===== src/rtl/spu_sm_norm.sv =====
// Softmax normalisation stage: captures the row's exponent sum, forms a fixed-point
// reciprocal with a restoring divider, then scales 4-lane exponent vectors to Q0.8.
module spu_sm_norm #(
  parameter int SUM_W       = 20,
  parameter int RECIP_SHIFT = 27,
  parameter int RECIP_W     = 24
) (
  input  logic               core_clk,
  input  logic               rst_n,
  input  logic               sum_valid,
  input  logic [SUM_W-1:0]   sum_in,
  output logic               sum_ready,
  input  logic               x_valid,
  output logic               x_ready,
  input  logic [7:0]         x_0,
  input  logic [7:0]         x_1,
  input  logic [7:0]         x_2,
  input  logic [7:0]         x_3,
  input  logic               x_last,
  output logic               p_valid,
  input  logic               p_ready,
  output logic [7:0]         p_0,
  output logic [7:0]         p_1,
  output logic [7:0]         p_2,
  output logic [7:0]         p_3,
  output logic               p_last,
  output logic [RECIP_W-1:0] recip,
  output logic               div0
);

  localparam int Q_W    = RECIP_SHIFT + 1;
  localparam int CNT_W  = $clog2(Q_W);
  localparam int R_W    = SUM_W + 1;
  localparam int PROD_W = 8 + RECIP_W;
  localparam int P_SH   = RECIP_SHIFT - 8;

  typedef enum logic [1:0] {S_IDLE, S_DIV, S_NORM} state_t;

  state_t             state_q, state_d;
  logic [SUM_W-1:0]   sum_q, sum_d;
  logic [SUM_W-1:0]   rem_q, rem_d;
  logic [Q_W-2:0]     quot_q, quot_d;
  logic [CNT_W-1:0]   cnt_q, cnt_d;
  logic [RECIP_W-1:0] recip_q, recip_d;
  logic               div0_q, div0_d;
  logic               last_seen_q, last_seen_d;
  logic               p_valid_q, p_valid_d;
  logic               p_last_q, p_last_d;
  logic [7:0]         p0_q, p1_q, p2_q, p3_q;
  logic [7:0]         p0_d, p1_d, p2_d, p3_d;

  logic [R_W-1:0]     trial;
  logic               q_bit;
  logic [Q_W-1:0]     q_full;
  logic               accept;

  function automatic logic [7:0] norm_lane(input logic [7:0] x, input logic [RECIP_W-1:0] r);
    logic [PROD_W-1:0] prod;
    logic [PROD_W-1:0] shifted;
    prod    = PROD_W'(x) * PROD_W'(r);
    shifted = prod >> P_SH;
    return (|shifted[PROD_W-1:8]) ? 8'hFF : shifted[7:0];
  endfunction

  // The dividend is 2^RECIP_SHIFT, so only the first bit brought down is a one.
  assign trial  = {rem_q, (cnt_q == '0)};
  assign q_bit  = (trial >= R_W'(sum_q));
  assign q_full = {quot_q, q_bit};

  assign sum_ready = (state_q == S_IDLE);
  assign x_ready   = (state_q == S_NORM) && !last_seen_q && (!p_valid_q || p_ready);
  assign accept    = x_valid && x_ready;

  // NOTE: every signal written here gets a default first, so no path can infer a latch.
  always_comb begin
    state_d     = state_q;
    sum_d       = sum_q;
    rem_d       = rem_q;
    quot_d      = quot_q;
    cnt_d       = cnt_q;
    recip_d     = recip_q;
    div0_d      = div0_q;
    last_seen_d = last_seen_q;
    p_valid_d   = p_valid_q;
    p_last_d    = p_last_q;
    p0_d        = p0_q;
    p1_d        = p1_q;
    p2_d        = p2_q;
    p3_d        = p3_q;

    unique case (state_q)
      S_IDLE: begin
        if (sum_valid) begin
          sum_d       = sum_in;
          div0_d      = (sum_in == '0);
          rem_d       = '0;
          quot_d      = '0;
          cnt_d       = '0;
          last_seen_d = 1'b0;
          state_d     = S_DIV;
        end
      end
      S_DIV: begin
        rem_d  = q_bit ? SUM_W'(trial - R_W'(sum_q)) : SUM_W'(trial);
        quot_d = {quot_q[Q_W-3:0], q_bit};
        cnt_d  = cnt_q + 1'b1;
        if (cnt_q == CNT_W'(Q_W - 1)) begin
          recip_d = (|q_full[Q_W-1:RECIP_W]) ? '1 : q_full[RECIP_W-1:0];
          state_d = S_NORM;
        end
      end
      S_NORM: begin
        if (accept) begin
          p0_d        = norm_lane(x_0, recip_q);
          p1_d        = norm_lane(x_1, recip_q);
          p2_d        = norm_lane(x_2, recip_q);
          p3_d        = norm_lane(x_3, recip_q);
          p_last_d    = x_last;
          p_valid_d   = 1'b1;
          last_seen_d = x_last;
        end else if (p_ready) begin
          p_valid_d = 1'b0;
        end
        // Once x_last is in, the only pending output is the row's final vector.
        if (last_seen_q && p_valid_q && p_ready) begin
          last_seen_d = 1'b0;
          state_d     = S_IDLE;
        end
      end
      default: state_d = S_IDLE;
    endcase
  end

  // NOTE: sequential state uses non-blocking assignments only; the divider registers
  // are reset too, so an abort mid-division leaves no stale remainder behind.
  always_ff @(posedge core_clk or negedge rst_n) begin
    if (!rst_n) begin
      state_q     <= S_IDLE;
      sum_q       <= '0;
      rem_q       <= '0;
      quot_q      <= '0;
      cnt_q       <= '0;
      recip_q     <= '0;
      div0_q      <= 1'b0;
      last_seen_q <= 1'b0;
      p_valid_q   <= 1'b0;
      p_last_q    <= 1'b0;
      p0_q        <= '0;
      p1_q        <= '0;
      p2_q        <= '0;
      p3_q        <= '0;
    end else begin
      state_q     <= state_d;
      sum_q       <= sum_d;
      rem_q       <= rem_d;
      quot_q      <= quot_d;
      cnt_q       <= cnt_d;
      recip_q     <= recip_d;
      div0_q      <= div0_d;
      last_seen_q <= last_seen_d;
      p_valid_q   <= p_valid_d;
      p_last_q    <= p_last_d;
      p0_q        <= p0_d;
      p1_q        <= p1_d;
      p2_q        <= p2_d;
      p3_q        <= p3_d;
    end
  end

  assign p_valid = p_valid_q;
  assign p_last  = p_last_q;
  assign p_0     = p0_q;
  assign p_1     = p1_q;
  assign p_2     = p2_q;
  assign p_3     = p3_q;
  assign recip   = recip_q;
  assign div0    = div0_q;

endmodule


===== config.mk =====
export PLATFORM = sky130hd
export DESIGN_NAME = spu_sm_norm
export DESIGN_NICKNAME = d
export VERILOG_FILES = /design/src/rtl/spu_sm_norm.sv
export SDC_FILE = /design/constraint.sdc
export NUM_CORES = 2
export LEC_CHECK = 0
export CAP_MARGIN = 20
export CORE_MARGIN = 10
export CORE_UTILIZATION = 48
export DETAILED_ROUTE_END_ITERATION = 8
export PLACE_DENSITY = 0.65
export SLEW_MARGIN = 40
export SYNTH_ARGS = -nofsm -noshare
export SYNTH_HDL_FRONTEND = slang
export SYNTH_SLANG_ARGS = --single-unit

===== constraint.sdc =====
create_clock -name core_clk -period 15.4 [get_ports core_clk]
set_input_delay 3.08 -clock core_clk [delete_from_list [all_inputs] [get_ports core_clk]]
set_output_delay 3.08 -clock core_clk [all_outputs]
set_load 0.02 [all_outputs]

Fig. 1: sizing map
Bar = 100 um.
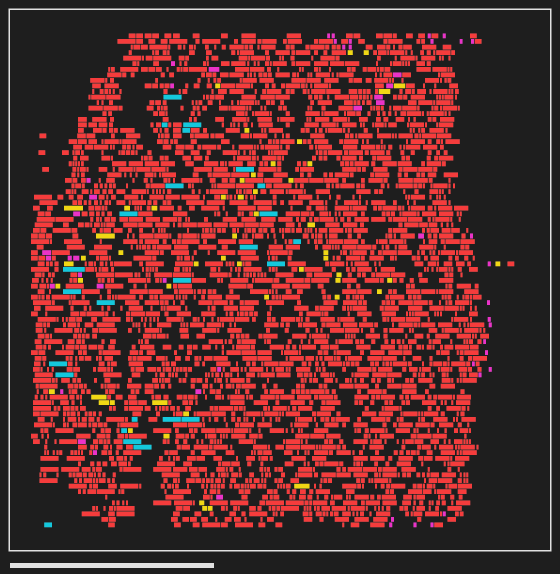
[cyan] _6 and larger | cells: 25 | share: 0.79%
[red] _0 and _1 cells | cells: 3051 | share: 96%
[yellow] _3 and _4 cells | cells: 53 | share: 1.7%
[magenta] _2 cells | cells: 52 | share: 1.6%
Non-CTS buffers: 156
Area Growth Syn to Fin: 7.78%
post-route design area: 0.0309 sq mm
final setup margin: 7.17 ns

Fig. 2: a small window of the routed layout
Bar = 10 um. Region (112, 59) to (152, 99) um. Cells in gray, sequential cells in the stronger gray; small squares are vias.
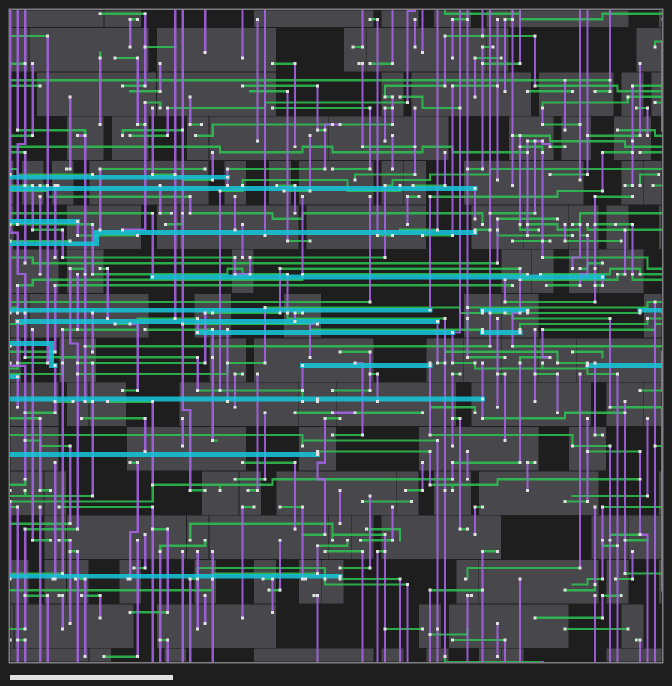
[purple] metal 2
[green] metal 1
[cyan] metal 3
cells with their middle in the window: 102
most frequent: fa_1 (29), inv_1 (25), and2_1 (23)
sequential cells in the window: 0

Fig. 3: routing congestion map
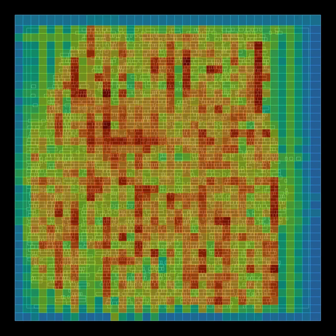
M2 GR Usage: 37.7%
M3 GR Usage: 2.67%

Fig. 4: metal 2
Bar = 100 um.
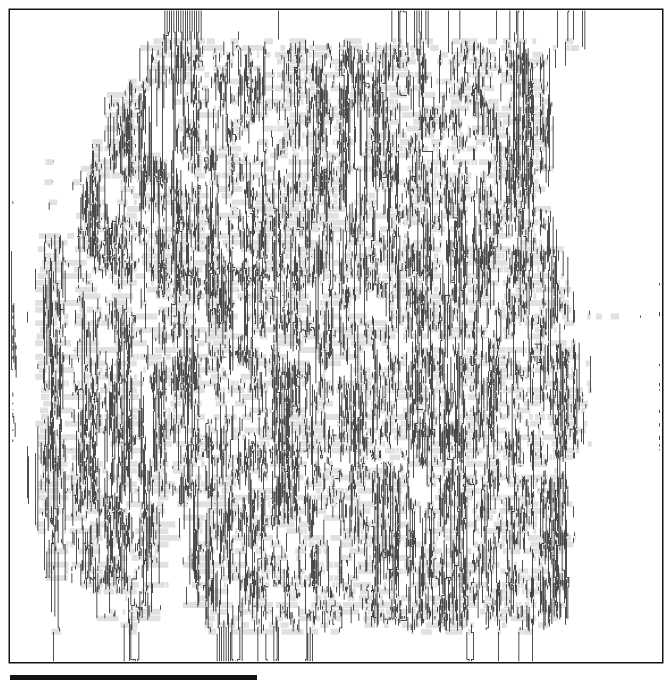
wire length on this layer: 37.1 mm
share of all routed wire: 51%
Vias: 22000
final WL: 73100 um

==> flow_summary.ini <==
; implementation run metrics
[cts]
hold_buffers = 0
cts-root-buf = clkbuf_16
cts_tree = yes
insertion_delay_ns = 0.45
cts_resized = 0

[placement]
post-dp-hpwl_um = 54500
dp.cells = 3922
place_area_sq_mm = 0.0303
place_ws_ns = 6.15

[synth]
syn_avg_cell_area_sq_um = 9.05
yosys.area_share.xor_xnor_pct = 1.53
enable_flop_cells = 0
yosys_area_sq_mm = 0.0286
simple_gate_area_share_pct = 21.7
synth_area_sq_mm = 0.0286
synth-seq-cells = 134
largest_area_cell = fa_1
aoi_share_pct = 9.48
yosys-top-cells-count = and2_1, fa_1, inv_1

[final_timing]
finalCriticalPeriod_ns = 8.23
fmax_mhz = 122
max_slew_margin_pct = 50.1
hold_viol_final = 0
grt_setup_unrepaired = false

[final_layout]
drive_above_1_share_pct = 4.09
fin_util_pct = 52.3
top_register = quot_q

[job]
cap_violations = 0

[status]
status = finished clean

[worst_setup_path]
cp.depth = 20
cp_slowest_stage_delay_ns = 0.53
path_buffers = 6
ff2ff_path_depth = 16
cp-start-kind = input pin
cp-startpoint = x_2[3]

[routing]
viasPerCell = 5.56
drt_iter0_drc = 1129

[min_path]
min_from = sum_q[0]$_DFFE_PN0P_
## cell type report
class                      instances  share of cell area [%]
multi-input combinational       2362                    73.8
sequential                       134                    10.9
inverter                         497                    6.04
timing repair buffer             156                    4.33
clock inverter                    14                   0.466
clock buffer                      18                    1.39
tap                              773                    3.13
## worst min-delay path, delay by kind of cell, from the launching register on
kind | cells | cell delay (ns)
DFF | 1 | 0.36
and+or+nand+nor | 2 | 0.12
## routing by layer
layer	up-vias	part of all wire [%]	GRT usage, %
met2	549	51	37.7
li1	9903	-	-
met3	93	4.8	2.67
met4	0	1.7	5.14
met5	-	0	0
met1	11400	43	27.8
